### config.mk
export PLATFORM = sky130hd
export DESIGN_NAME = doorlock_dwell_timer
export DESIGN_NICKNAME = d
export VERILOG_FILES = /design/src/rtl/doorlock_dwell_timer.sv
export SDC_FILE = /design/constraint.sdc
export NUM_CORES = 1
export LEC_CHECK = 0
export CORE_AREA = 8 8 45 47
export CTS_CLUSTER_DIAMETER = 100
export CTS_CLUSTER_SIZE = 14
export DETAILED_ROUTE_END_ITERATION = 7
export DIE_AREA = 0 0 53 55
export GPL_ROUTABILITY_DRIVEN = 0
export PLACE_DENSITY = 0.47
export SLEW_MARGIN = 20
export SYNTH_ARGS = -nofsm -noshare
export SYNTH_HDL_FRONTEND = slang
export SYNTH_SLANG_ARGS = --single-unit
export TNS_END_PERCENT = 1
### constraint.sdc
create_clock -name CLK -period 1.3 [get_ports CLK]
set_input_delay 0.325 -clock CLK [delete_from_list [all_inputs] [get_ports CLK]]
set_output_delay 0.325 -clock CLK [all_outputs]
set_load 0.05 [all_outputs]
### src/rtl/doorlock_dwell_timer.sv
// doorlock_dwell_timer: load/count-down timer shared by the OPEN and LOCKOUT
// dwell periods. Loading N gives exactly N cycles with the loaded value
// counting N..1; o_done is high in the last of those cycles.
module doorlock_dwell_timer #(
  parameter int W = 5
) (
  input  logic         CLK,
  input  logic         RST,
  input  logic         i_load,
  input  logic [W-1:0] i_load_val,
  output logic         o_done
);

  logic [W-1:0] r_cnt;

  // Load takes priority; otherwise count down and rest at zero.
  always_ff @(posedge CLK) begin
    if (RST) begin
      r_cnt <= '0;
    end else if (i_load) begin
      r_cnt <= i_load_val;
    end else if (r_cnt != '0) begin
      r_cnt <= r_cnt - 1'b1;
    end
  end

  assign o_done = (r_cnt == W'(1));

endmodule

gate_families.png
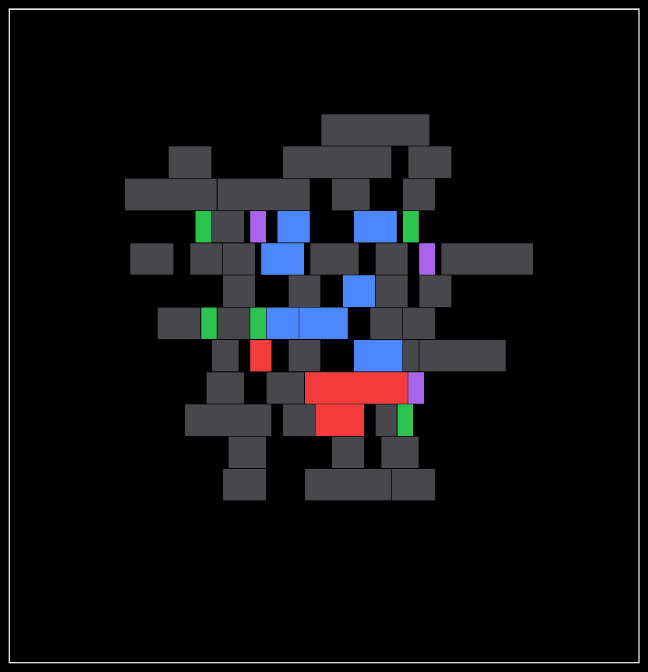
legend:
  green:
    family: NAND gates
    cells: 5
    most_used: nand2_1
  purple:
    family: inverters
    cells: 3
    most_used: inv_2
  blue:
    family: AND and OR gates
    cells: 7
    where: center
  red:
    family: NOR gates
    cells: 3
non-filler cells, final: 72
Comb/total area: 0.4114
Commonest Layout Cell: buf_4

clock_map.png
The bar under the picture is 20 um long.
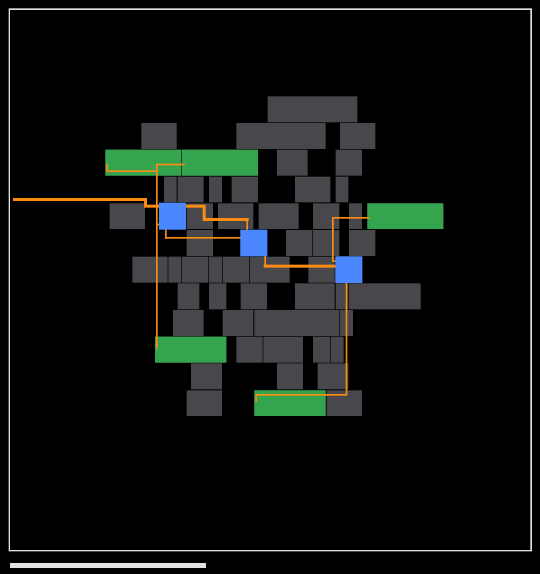
legend:
  blue:
    item: cells driving clock nets
    count: 3
  orange:
    item: clock wires
    length: 110 um
  green:
    item: flip-flops
    count: 5
routed clock nets: 4
Clock Latency Late Sink: 0.24 ns
P_clk: 0.186 mW
Clock Power Share: 0.284

wire_density.png
The bar under the picture is 20 um long. The die is cut into 11 by 11 equal tiles; dark blue is low, red is high, scaled to the fullest tile. Values are wire area over tile area, all layers added.
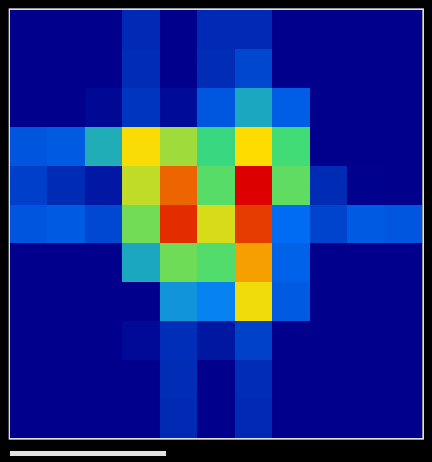
emptiest ninth of the die: lower left
fullest tile: 0.32
tiles over half the peak: 14%
nearly empty tiles: 54%
mean over tiles: 0.048
gr usage total: 0.07045
routed len/inst: 12.38 um
Detailed Route WL: 891 um
Vias: 328

cell_classes.png
The bar under the picture is 20 um long.
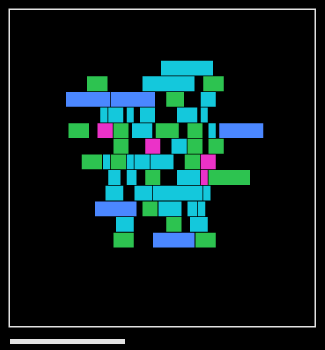
legend:
  green:
    class: other buffers and delay cells
    cells: 19
    share_of_their_area: 32%
  magenta:
    class: clock drivers and dummy loads
    cells: 4
    share_of_their_area: 4.8%
  blue:
    class: flip-flops
    cells: 5
    share_of_their_area: 19%
  cyan:
    class: all other logic
    cells: 28
    share_of_their_area: 45%
Finished Cell Area: 571.8 sq um
fin util: 0.4132
num rows: 14
core area: 1384 sq um

worst min-delay path: stages:
cell	delay, ns
dlygate4sd2_1	0.31
nand2_1	0.11
a21oi_2	0.06
final cells by class:
class | count | area, sq um
multi-input combinational | 25 | 235.2
inverter | 3 | 11.26
clock buffer | 4 | 26.28
fill | 141 | 812.0
sequential | 5 | 103.9
tap | 16 | 20.02
timing repair buffer | 19 | 175.2
what timing repair did:
| item | 4_1_cts | 5_1_grt |
|---|---|---|
| gates resized | 11 | 0 |
| hold endpoints to repair | 0 | 0 |
| setup buffers | 0 | 1 |
| pin swaps | 4 | 2 |
| endpoints found under the setup margin | 5 | 5 |
worst max-delay path by stage:
stage,to,from,cells after the start
after floorplan,r_cnt[0]$_SDFFE_PP0P_,r_cnt[1]$_SDFFE_PP0P_,5
final,o_done,r_cnt[1]$_SDFFE_PP0P_,5
after detailed placement,r_cnt[2]$_SDFFE_PP0P_,i_load,3
after global routing,r_cnt[0]$_SDFFE_PP0P_,r_cnt[1]$_SDFFE_PP0P_,5
after CTS,o_done,r_cnt[1]$_SDFFE_PP0P_,5
after global placement,r_cnt[1]$_SDFFE_PP0P_,i_load,3
per-layer routing:
| layer | vias to the layer above | track usage |
|---|---|---|
| met3 | 0 | 0.04545 |
| met1 | 152 | 0.06829 |
| met4 | 0 | 0.01293 |
| met2 | 6 | 0.1250 |
| li1 | 170 | - |
| met5 | - | 0 |
power by group:
part | internal, mW | switching, mW | total, mW | leakage, nW
registers | 0.175 | 0.0160 | 0.191 | 0.0423
clock network | 0.116 | 0.0693 | 0.186 | 0.0150
logic | 0.164 | 0.113 | 0.278 | 0.167
==> impl_metrics.toml <==
# synthesis and place-and-route metrics
[sta]
setup_violations = 4
maxSlewHeadroom = 0.7896
worstMarginPinSlew_ns = 0.3142
layout_setup_ws_ns = -0.1950
max_freq_mhz = 668.9
clock_skew_ns = 0.003817
hold_viol_final = 0
drv_slew = 0
finalClockPeriodUsage = 1.150
fin_setup_tns_ns = -0.6709
holdWs_ns = 0.6044
rsz0062_at_grt = "true"
min_period_ns = 1.495

[cts]
cts_tree = "built"
cts_max_path_buffers = 2
cts-hold-fix-buffers = 0
root_buffer = "clkbuf_4"
cts_sinks = 5
numCtsBuffers = 3
htreeDepth = 1
clk_pin_slew_worst_paths_ns = 0.05

[worst_setup_path]
crit_family = "flip-flops"
cpMaxStageDelayCell = "dfxtp_2"
cp-start-kind = "flip-flop"
critical-path-max-stage-delay_ns = 0.33
cp_num_buf_inv = 3
r2r_cells = 5
crit_fanout = 2
ff2ff_setup_slack_ns = -0.18
r2r-end = "r_cnt[1]$_SDFFE_PP0P_"
r2r-start = "r_cnt[1]$_SDFFE_PP0P_"
cp.required_ns = 0.98
crit_chain = "inv_2, buf_6, ha_4, and3_4, buf_12"
cp.arrival_ns = 1.17
worstSetupPathType = "flip-flop to primary output"
endpoint_kind = "primary output"

[power]
power_density_nw_per_um2 = 1145
total_power_mw = 0.6545
power.leakage_nw = 0.2245
ir_drop_v = 0.0004849

[global_route]
grt.overflow.total = 0
grt_max_degree = 10
antenna_found_initial = 0
grt_pass1_vias = 350
grt_pass1_wl_mm = 1.511

[floorplanning]
pin_count = 9
die_w_um = 53
die_h_um = 55
fp_util = 0.2233

[place]
dp.cells = 67
port_buffers = 8
pre_cts_ws_ns = -0.3262
hpwl_um = 686.8
dpl-instance-area_sq_um = 500.5

[routing]
vias_per_cell = 4.556
drt_iter0_drc = 2
drc_errors = 0
detail-route-antenna-nets = 0
top_layer_used = "met3"
wl_met2_um = 477
wl_met3_um = 58
first_pass_iters = 3

[synthesis]
ys_warn_count = 0
netlist_instances = 35
top_cells_by_area = "dfxtp_1, ha_1, nor4b_4"
synth_area_sq_um = 309.0
adder_share = 0.08097
synthAoiAreaFrac = 0.1296
muxShareOfSynthArea = 0
synth-xor-area-share = 0.05668
synthFlopType = "dfxtp_1"
top_logic_kind = "simple AND/OR/NAND/NOR gates"
async_flop_share = 0
ys_sh_simple = 0.3482
ys_chip_area_sq_um = 309.0
synth_stat.cells = 35
synthesis.nets = 45
synth.top_cell.area_share = 0.3239
top_cells_by_count = "dfxtp_1, nand2_1, inv_1"
ys_seq_share = 0.3239
ys_types = 18
synth_area_leader_cell = "dfxtp_1"
avgSynthCellArea_sq_um = 8.830
edf_count = 0
synth_flops = 5

[run_status]
status = "finished, violations left"
violations = "setup timing"

[layout]
largest_reg_flops = 5
reg_top3 = "r_cnt: 5 flops"
drive_above_1_share = 0.5000
lay_top_cells = "buf_4, clkdlybuf4s50_1, nand2_1"
nNetsFinal = 67
syn_to_final_growth_pct = 85.02
regMostFlops = "r_cnt"

[hold_path]
min_to = "r_cnt[2]$_SDFFE_PP0P_"
min_path_cells = 3
min-delay-start = "i_load"
hold_path_class = "input port to flip-flop"

[run]
warnings = 30
maxCapViolCount = 0
Power and IR drop assume default switching activity.
